==> config.mk <==
export PLATFORM = sky130hd
export DESIGN_NAME = jk_bank_driver
export DESIGN_NICKNAME = d
export VERILOG_FILES = /design/src/rtl/jk_bank_driver.sv
export SDC_FILE = /design/constraint.sdc
export NUM_CORES = 1
export LEC_CHECK = 0
export CAP_MARGIN = 20
export CELL_PAD_IN_SITES_DETAIL_PLACEMENT = 1
export CELL_PAD_IN_SITES_GLOBAL_PLACEMENT = 1
export CORE_UTILIZATION = 26
export CTS_CLUSTER_SIZE = 12
export DETAILED_ROUTE_END_ITERATION = 12
export PLACE_DENSITY = 0.58
export SLEW_MARGIN = 20
export SYNTH_ARGS = -nofsm -noshare
export SYNTH_HDL_FRONTEND = slang
export SYNTH_SLANG_ARGS = --single-unit
==> constraint.sdc <==
create_clock -name clk -period 1.7 [get_ports clk]
set_input_delay 0.17 -clock clk [delete_from_list [all_inputs] [get_ports clk]]
set_output_delay 0.17 -clock clk [all_outputs]
set_load 0.1 [all_outputs]
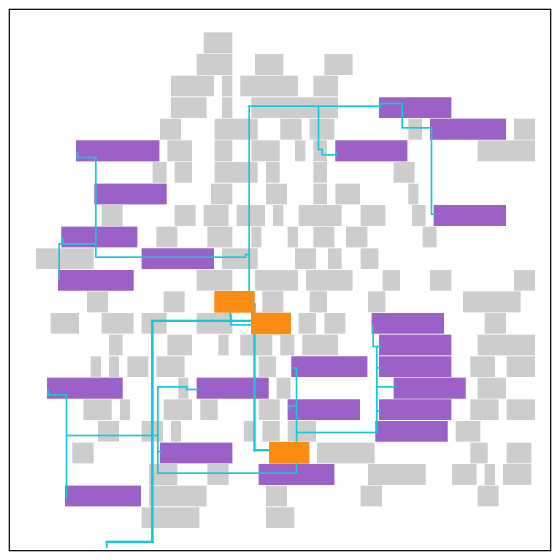
*Routed clock nets over the placement*
[orange] cells driving clock nets | count: 3
[purple] flip-flops | count: 22
[cyan] clock wires | length: 303 microns
routed clock nets	4
clock skew: 2.274 ps
Power Clock: 0.492 mW

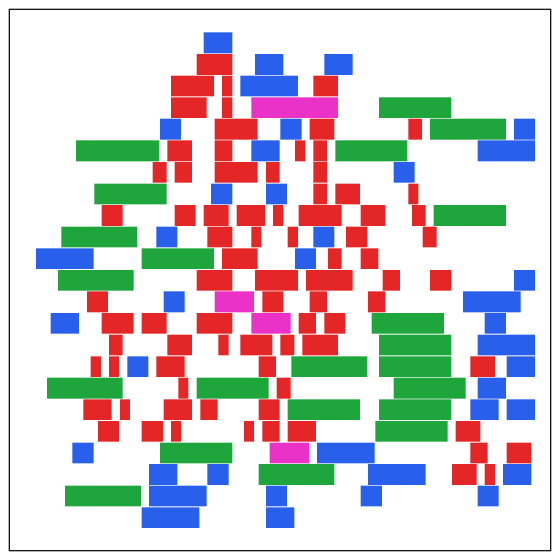
*Cells coloured by class*
colour	class	cells	share of their area
green	flip-flops	22	33%
blue	other buffers and delay cells	39	26%
magenta	clock drivers and dummy loads	4	4.2%
red	all other logic	80	36%
Core Rows: 23
core area: 0.004086 sq mm
sequential share of cell area: 32.26%
Design Area, Final: 0.001745 sq mm
post-layout util: 42.71%

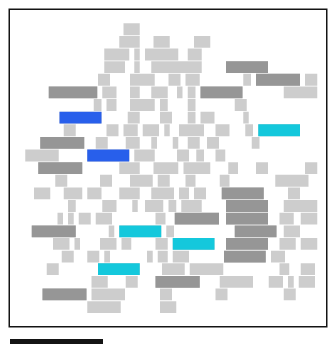
*Register map, names as in the netlist*
Scale bar: 20 microns. Other sequential cells in the stronger grey, the rest of the logic in the fainter grey.
colour	signal	placed flops
cyan	`j`	4
blue	`state`	2
Power Sequential: 0.988 mW
FF/Latch Area: 563.0 sq um

==> flow_metrics.env <==
# source this file to load flow results
export IMPL_hold_violations=0
export IMPL_grt_max_degree=23
export IMPL_cp_max_fo=3
export IMPL_layout_drive_gt1_share_pct=40.00
export IMPL_vias_per_cell=4.990
export IMPL_layout_min_cycle_time_ps=1643
export IMPL_synth_warnings=0
export IMPL_crit_type="input port to flop"
export IMPL_status="completed"
export IMPL_reg2reg_depth=4
export IMPL_end_kind="flop"
export IMPL_ys_seq_share_pct=48.95
export IMPL_synth_top_area_share_pct=39.69
export IMPL_edf_count=0
export IMPL_gp_congestion=0.8113
export IMPL_hp_class="input port to async pin"
export IMPL_hold_worst_slack_ps=238.6
export IMPL_drt_drc_violations_left=0
export IMPL_initial_core_util_pct=27.77
export IMPL_routed_wl_microns=3011
export IMPL_drtIter0Drc=17
export IMPL_worstMarginPinSlew_ps=475.7
export IMPL_grt_util_met1_pct=15.80
export IMPL_fin_crit_sh_pct=96.67
export IMPL_syn_to_final_growth_pct=53.80
export IMPL_hold_buffers=0
export IMPL_drtPass1Iterations=4
export IMPL_total_power_mw=3.449
export IMPL_diodes=0
export IMPL_grt_busiest_layer="met2"
export IMPL_tool_warnings=31
export IMPL_io_buffer_count=27
export IMPL_rsz0062_at_grt="yes"
export IMPL_grt_first_pass_wirelength_microns=4671
export IMPL_area_leaders="dfrtp_1 (40%), dfstp_2 (9.3%), ha_1 (6.6%)"
export IMPL_clock_path_buffers=2
export IMPL_clk_pin_slew_ps=80
export IMPL_use_met3_pct=2.167
export IMPL_setup_viol=0
export IMPL_yosys_cells=103
export IMPL_crit_required_ps=1890
export IMPL_place_area_sq_mm=0.001628
export IMPL_layout_top_cell="buf_4"
export IMPL_final_cell_mix="buf_4 (18), dfrtp_1 (14), clkdlybuf4s50_1 (12)"
export IMPL_slew_viol_final=0
export IMPL_p_per_area_mw_per_mm2=1976
export IMPL_hpwlAfterDp_microns=2226
export IMPL_ant_nets=0
export IMPL_ys_flop_type="dfrtp_1"
export IMPL_p_leak_nw=0.7364
export IMPL_start_kind="input port"
export IMPL_syn_num_nets=122
export IMPL_fin_nets=165
export IMPL_synth_cells=103
export IMPL_cts_tree="done"
export IMPL_top_area_cell="dfrtp_1"
export IMPL_peakVddDrop_mv=0.9957
export IMPL_grt_pass1_vias=1001
export IMPL_root_buffer="clkbuf_8"
export IMPL_met2_usage_pct=25.25
export IMPL_antenna_found_initial=0
export IMPL_die_area_sq_mm=0.004633
export IMPL_rrSetupSlack_ps=130
export IMPL_clk_latency_ps=260
export IMPL_cts_buffers=3
export IMPL_drt_wirelength_per_cell_microns=15.44
export IMPL_fp_dieW_microns=68.07
export IMPL_die_y_microns=68.07
export IMPL_io_pins=28
export IMPL_syn_area_sq_mm=0.001135
export IMPL_cp_arrival_ps=1840
export IMPL_async_reset_ff_share_pct=100.0
export IMPL_cts_max_level=1
export IMPL_vias=973
export IMPL_timing_fmax_mhz=608.5
export IMPL_grt_usage_pct=13.81
export IMPL_cap_violations=0
export IMPL_grt_overflow=0
export IMPL_cts_sinks=22
export IMPL_max_slew_margin_pct=68.04
export IMPL_synth_flop_count=22
export IMPL_syn_area_per_cell_sq_um=11.02
export IMPL_yosysUniqueCellTypes=45
export IMPL_yosys_area_sq_mm=0.001135
## Yosys cell counts (2+ instances only)
master      n
o22ai_1     2
o21a_1      2
a2111oi_0   2
mux2i_1     3
ha_1        6
dfrtp_1    18
xnor2_1     4
nor3_1      5
a21oi_1     5
nand2_1     2
nor2_1      7
nand4_1     3
o21ai_0     2
a221oi_1    2
inv_1       7
dfstp_2     4
## routing by layer
metal | part of all wire, % | wire [microns]
met1 | 42 | 1272
met2 | 53 | 1603
met3 | 3.0 | 90
met4 | 1.5 | 46
met5 | 0 | 0
## through the flow
step / setup WS, ps / utilization [%] / setup TNS (ps) / instances
final: 56.68 / 42.71 / 0 / 195
after floorplan: 18.64 / - / 0 / 103
after detailed placement: -320.6 / 39.83 / -2383 / 190
after global routing: -4.645 / 42.71 / -6.260 / 195
after CTS: 18.31 / 41.61 / 0 / 194
after global placement: -209.4 / 39.83 / -1657 / 190
## cell type report
type,count,area [sq um]
timing repair buffer,39,435.4
tap,50,62.56
clock buffer,3,41.29
fill,453,2341
sequential,22,563.0
multi-input combinational,72,580.6
inverter,8,32.53
clock inverter,1,30.03
## kinds of logic after synthesis
kind of cell / share of synthesized area, %
AND-OR/OR-AND: 21.39
XOR/XNOR: 3.087
adder cells (fa/ha/maj): 6.615
buffers and inverters: 3.308
flip-flops: 48.95
multiplexers: 3.638
AND/OR/NAND/NOR: 13.01
## timing repair
item	in CTS	in global routing
endpoints found under the setup margin	1	5
pin swaps	0	2
cloned	0	0
resized	2	8
setup buffers	0	1
## critical path, stage by stage
cell and delay, ps:
clkdlybuf4s50_1 520, ha_2 230, o2111ai_2 130, buf_4 170, o22a_1 220, o221a_2 270
o21ai_1 120
## report_power, final
part | switching (mW) | internal (mW)
combinational | 1.26 | 0.713
clock | 0.178 | 0.315
sequential | 0.256 | 0.732
Power figures rest on the tool's default switching activity, not on a simulated workload.
